## src/rtl/pulse_cmd_ctrl.sv

```systemverilog
// rtl/pulse_cmd_ctrl.sv - button/pulse to FIFO write/read strobe controller with occupancy and sticky errors
// Optional auto-repeat of a held button is compiled in with `define PULSE_CMD_REPEAT_EN.
module pulse_cmd_ctrl #(
  parameter int DEPTH      = 64,
  parameter int REPEAT_DLY = 100,
  parameter int REPEAT_PER = 20
) (
  input  logic       clk_200H,
  input  logic       rst,
  input  logic       pulse_in,
  input  logic       sel_wr,
  input  logic       sel_rd,
  input  logic       fifo_full,
  input  logic       fifo_empty,
  output logic       wr_en,
  output logic       rd_en,
  output logic [6:0] occupancy,
  output logic       err_overflow,
  output logic       err_underflow,
  output logic       err_conflict
);

  // occupancy is a fixed 7-bit port, and the repeat counter relies on both timings being at least 1
  if (DEPTH < 1 || DEPTH > 127 || REPEAT_DLY < 1 || REPEAT_PER < 1) begin : g_cfg_check
    $error("pulse_cmd_ctrl: unsupported DEPTH/REPEAT_DLY/REPEAT_PER");
  end

  typedef enum logic [1:0] {
    S_IDLE   = 2'd0,
    S_HOLD   = 2'd1,
    S_REPEAT = 2'd2
  } state_t;

  state_t     r_state;
  state_t     w_next_state;
  logic       r_wr_en;
  logic       r_rd_en;
  logic [6:0] r_occ;
  logic       r_ovf;
  logic       r_udf;
  logic       r_cnf;

  logic       w_single;
  logic       w_issue_wr;
  logic       w_issue_rd;
  logic       w_set_cnf;
  logic       w_wr_ok;
  logic       w_rd_ok;

`ifdef PULSE_CMD_REPEAT_EN
  localparam int CMAX = (REPEAT_DLY > REPEAT_PER) ? REPEAT_DLY : REPEAT_PER;
  localparam int CW   = $clog2(CMAX + 2);

  logic          r_cmd_wr;
  logic          r_rep_arm;
  logic [CW-1:0] r_cnt;
  logic [CW-1:0] w_cnt_nxt;
  logic          w_same;
`endif

  always_comb begin
    w_next_state = r_state;
    w_issue_wr   = 1'b0;
    w_issue_rd   = 1'b0;
    w_set_cnf    = 1'b0;
    w_single     = sel_wr ^ sel_rd;
`ifdef PULSE_CMD_REPEAT_EN
    // the repeat only continues while the very button that started it stays the only one pressed
    w_same    = r_rep_arm && w_single && (sel_wr == r_cmd_wr);
    w_cnt_nxt = r_cnt;
`endif
    case (r_state)
      S_IDLE: begin
        if (pulse_in && sel_wr && sel_rd) begin
          w_set_cnf    = 1'b1;
          w_next_state = S_HOLD;
        end else if (pulse_in && w_single) begin
          w_issue_wr   = sel_wr;
          w_issue_rd   = sel_rd;
          w_next_state = S_HOLD;
`ifdef PULSE_CMD_REPEAT_EN
          w_cnt_nxt    = CW'(1);
`endif
        end
      end
      S_HOLD: begin
        if (!sel_wr && !sel_rd) begin
          w_next_state = S_IDLE;
        end
`ifdef PULSE_CMD_REPEAT_EN
        else if (!w_same) begin
          w_cnt_nxt = '0;
        end else if (r_cnt >= CW'(REPEAT_DLY)) begin
          w_issue_wr   = r_cmd_wr;
          w_issue_rd   = !r_cmd_wr;
          w_cnt_nxt    = CW'(1);
          w_next_state = S_REPEAT;
        end else begin
          w_cnt_nxt = r_cnt + CW'(1);
        end
`endif
      end
`ifdef PULSE_CMD_REPEAT_EN
      S_REPEAT: begin
        if (!w_same) begin
          w_next_state = S_IDLE;
        end else if (r_cnt >= CW'(REPEAT_PER)) begin
          w_issue_wr = r_cmd_wr;
          w_issue_rd = !r_cmd_wr;
          w_cnt_nxt  = CW'(1);
        end else begin
          w_cnt_nxt = r_cnt + CW'(1);
        end
      end
`endif
      default: w_next_state = S_IDLE;
    endcase
    w_wr_ok = w_issue_wr && !fifo_full && (r_occ < 7'(DEPTH));
    w_rd_ok = w_issue_rd && !fifo_empty && (r_occ != 7'd0);
  end

  always_ff @(posedge clk_200H) begin
    if (rst) begin
      r_state <= S_IDLE;
      r_wr_en <= 1'b0;
      r_rd_en <= 1'b0;
      r_occ   <= 7'd0;
      r_ovf   <= 1'b0;
      r_udf   <= 1'b0;
      r_cnf   <= 1'b0;
    end else begin
      r_state <= w_next_state;
      r_wr_en <= w_wr_ok;
      r_rd_en <= w_rd_ok;
      // the count follows the strobe by one cycle and saturates at both ends
      if (r_wr_en && (r_occ != 7'(DEPTH))) begin
        r_occ <= r_occ + 7'd1;
      end else if (r_rd_en && (r_occ != 7'd0)) begin
        r_occ <= r_occ - 7'd1;
      end
      if (w_issue_wr && !w_wr_ok) r_ovf <= 1'b1;
      if (w_issue_rd && !w_rd_ok) r_udf <= 1'b1;
      if (w_set_cnf)              r_cnf <= 1'b1;
    end
  end

`ifdef PULSE_CMD_REPEAT_EN
  always_ff @(posedge clk_200H) begin
    if (rst) begin
      r_cmd_wr  <= 1'b0;
      r_rep_arm <= 1'b0;
      r_cnt     <= '0;
    end else begin
      r_cnt <= w_cnt_nxt;
      if (r_state == S_IDLE && pulse_in && w_single) begin
        r_cmd_wr  <= sel_wr;
        r_rep_arm <= 1'b1;
      end else if (w_set_cnf) begin
        r_rep_arm <= 1'b0;
      end
    end
  end
`endif

  assign wr_en         = r_wr_en;
  assign rd_en         = r_rd_en;
  assign occupancy     = r_occ;
  assign err_overflow  = r_ovf;
  assign err_underflow = r_udf;
  assign err_conflict  = r_cnf;

endmodule

```

## config.mk

```make
export PLATFORM = sky130hd
export DESIGN_NAME = pulse_cmd_ctrl
export DESIGN_NICKNAME = d
export VERILOG_FILES = /design/src/rtl/pulse_cmd_ctrl.sv
export SDC_FILE = /design/constraint.sdc
export NUM_CORES = 1
export LEC_CHECK = 0
export ABC_AREA = 0
export CAP_MARGIN = 20
export CELL_PAD_IN_SITES_DETAIL_PLACEMENT = 2
export CELL_PAD_IN_SITES_GLOBAL_PLACEMENT = 2
export CORE_AREA = 2 2 55 57
export DETAILED_ROUTE_END_ITERATION = 10
export DIE_AREA = 0 0 57 59
export PLACE_DENSITY_LB_ADDON = 0.1
export RECOVER_POWER = 100
export SLEW_MARGIN = 20
export SYNTH_ARGS = -nofsm -noshare
export SYNTH_HDL_FRONTEND = slang
export SYNTH_SLANG_ARGS = --single-unit
```

## constraint.sdc

```tcl
create_clock -name clk_200H -period 7.3 [get_ports clk_200H]
set_input_delay 0.73 -clock clk_200H [delete_from_list [all_inputs] [get_ports clk_200H]]
set_output_delay 0.73 -clock clk_200H [all_outputs]
set_load 0.02 [all_outputs]
```

clock_nets.png
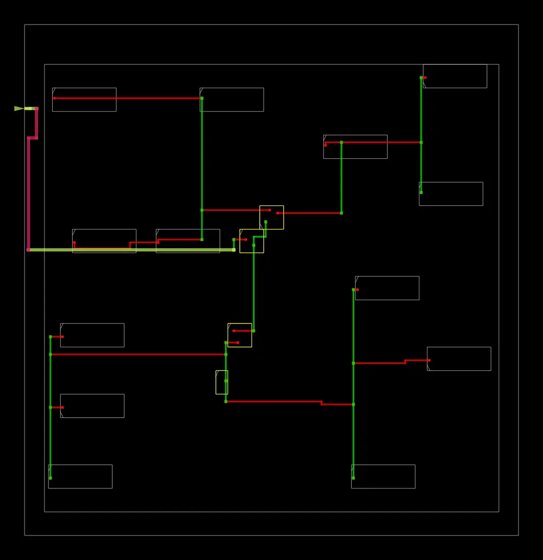
CTS buffer count: 3
worst skew pair latency: 0.28 ns

clock_wires.png
Scale: 6 px per um.
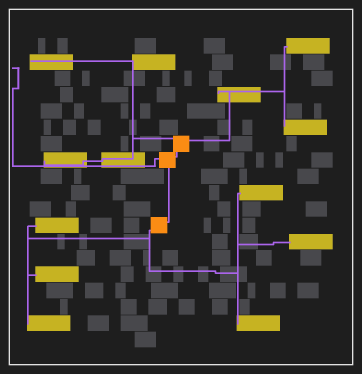
[yellow] flip-flops | count: 13
[orange] clock-net drivers | count: 3
[purple] clock wires | length: 253 um
routed clock nets: 4
flops lie: spread over the die

m3.png
Scale: 8 px per um.
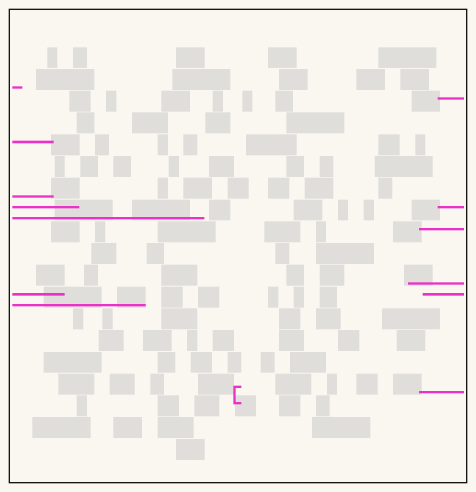
longest straight run: 23.7 um
wire length on this layer: 96.3 um
main direction: horizontal
share of all routed wire: 4.4%

m1.png
Scale: 4 px per um. Supply wires on this layer in gray.
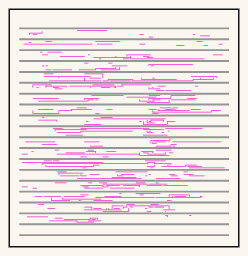
wire length on this layer: 1,050 um
longest straight run: 26.4 um
main direction: horizontal
nets with wire on the layer: 109
share of all routed wire: 48%

util_map.png
Scale: 6 px per um. The die is cut into 11 by 12 equal tiles; white is low, dark blue is high, 0 to 100% covered.
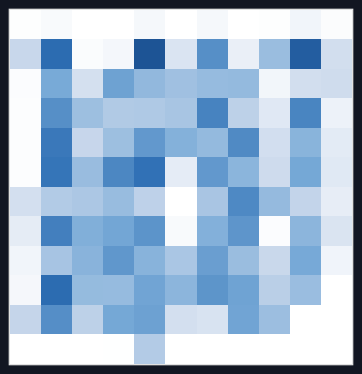
fullest tile: 86%
emptiest ninth of the die: lower right
mean over tiles: 30%
tiles over 75% full: 3.0%
nearly empty tiles: 20%

==> area by class of cell <==
type                            instances  area [sq um]
Timing Repair Buffer                   18         180.2
Multi-Input combinational cell         72         536.8
Inverter                                4         15.01
Tap cell                               31         38.79
Sequential cell                        13         260.3
Clock buffer                            4         26.28
Fill cell                             318          1653
==> synth_stat cells (2+ instances only) <==
cell | n | area share (%)
a211oi_1 | 2 | 1.8
a21o_1 | 3 | 2.7
a21oi_1 | 8 | 4.8
a311o_1 | 2 | 2.4
and2_1 | 2 | 1.5
dfxtp_1 | 13 | 31
ha_1 | 7 | 11
inv_1 | 4 | 1.8
nand2_1 | 5 | 2.3
nor2_1 | 10 | 4.5
nor2b_1 | 2 | 1.5
nor3b_1 | 2 | 1.8
xnor2_1 | 3 | 3.2
==> sequential cells by signal (all words and copies together), names as in the netlist <==
name / flops
occupancy: 7
rd_en: 1
err_underflow: 1
err_overflow: 1
r_state: 1
wr_en: 1
err_conflict: 1
==> worst max-delay path, delay by kind of cell, from the launching register on <==
| kind | cells | cell delay, ns |
|---|---|---|
| AOI/OAI and AO/OA | 5 | 1.13 |
| DFF | 1 | 0.38 |
| adders and majority gates | 1 | 0.35 |
| and+or+nand+nor | 3 | 1.27 |
==> kinds of logic after synthesis <==
kind of cell | share of synthesized area, %
AOI/OAI and AO/OA | 27.26
DFF | 31.33
muxes | 1.205
and+or+nand+nor | 20.78
xor gates and xnor gates | 4.218
adders and majority gates | 12.95
buffers and inverters | 2.258
==> power breakdown <==
| part | leakage [nW] | switching, W | internal, W |
|---|---|---|---|
| Combinational | 0.311 | 0.0000121 | 0.0000109 |
| Sequential | 0.105 | 0.00000169 | 0.0000727 |
| Clock | 0.0150 | 0.0000269 | 0.0000211 |
==> metal layers <==
layer | share of wire, % | GRT usage, % | up-vias
met5 | 0 | 0 | -
li1 | - | - | 378
met4 | 0.78 | 4.983 | 0
met2 | 46 | 24.47 | 14
met3 | 4.4 | 3.275 | 2
met1 | 48 | 19.49 | 359
==> stage by stage <==
stage	cells	utilization [%]	total power [W]	setup WS, ns
5_1_grt	142	39.01	0.0001560	3.680
4_1_cts	142	39.57	0.0001496	4.393
2_1_floorplan	90	-	0.00009047	4.690
6_report	142	39.01	0.0001454	4.030
3_3_place_gp	138	38.60	0.00009991	4.546
3_5_place_dp	138	38.60	0.0001004	4.422
==> final timing paths <==
check,start,endpoint,slack [ns],depth (start not counted)
max,occupancy[0]$_SDFFE_PP0P_,occupancy[6]$_SDFFE_PP0P_,4.03,9
max reg2reg,occupancy[0]$_SDFFE_PP0P_,occupancy[6]$_SDFFE_PP0P_,4.03,9
min,err_underflow$_SDFFE_PP0P_,err_underflow$_SDFFE_PP0P_,0.48,1
min reg2reg,err_underflow$_SDFFE_PP0P_,err_underflow$_SDFFE_PP0P_,0.48,1
==> impl_metrics.csv <==
group,metric,value,unit
sta,rsz0062_at_grt,"no",
sta,max_freq,305.8,MHz
outcome,status,"completed",
global_routing,grt_pass1_wl,3795,um
yosys,edf_count,0,
job,cap_viol_max_count,0,
worst_setup_path,crit_path_end_kind,"flip-flop",
layout,nets,127,
die,placeableCoreArea,2710,sq um
power_and_ir_drop,irDropWorstVdd,66.03,uV
clock_network,cts_root_buf,"clkbuf_4",
global_routing,grt_pass1_vias,801,
yosys,synthCells,90,
power_and_ir_drop,p_per_area,137.5,nW/um^2
yosys,yosys_cells,90,
die,ios,19,
clock_network,cts_hold_buf,0,
sta,fin_crit,3.270,ns
yosys,flop_cell,"dfxtp_1",
die,initCoreUtil,30.66,%
yosys,yosysWarnings,0,
die,die_width,57,um
layout,layout_top_cells,"14 x dlygate4sd3_1, 13 x dfxtp_1, 10 x nor2_1",
yosys,syn_nets,105,
clock_network,postCtsSetupRepairBufs,0,
worst_setup_path,worstPathRequired,7.45,ns
sta,fin_setup_tns,0,ns
clock_network,path_clk_slew,0.09,ns
detailed_routing,dr.pass1.iters,4,
power_and_ir_drop,p_leak,0.4311,nW
global_routing,grtUsageTotal,14.88,%
detailed_routing,totalWireLength,2182,um
sta,max_slew.worst_pin.slew,0.7775,ns
yosys,ys_area,830.8,sq um
clock_network,cts_tree,"done",
detailed_routing,drt_iter0_drc,8,
yosys,yosysUniqueCellTypes,40,
detailed_routing,drtAntennaViolNets,0,
worst_setup_path,slowest_delay,0.71,ns
worst_setup_path,slowest_stage,"nor4_1",
yosys,syn_area,830.8,sq um
job,warnings,27,
die,die_area,3363,sq um
clock_network,ctsLongestPathBuffers,2,
hold_path,hold_path_class,"reg2reg",
yosys,yosysSeqAreaShare,31.33,%
sta,finalCritPeriodShare,44.79,%
yosys,synth_flops,13,
place,placed_area,1046,sq um
Power and IR drop assume default switching activity.
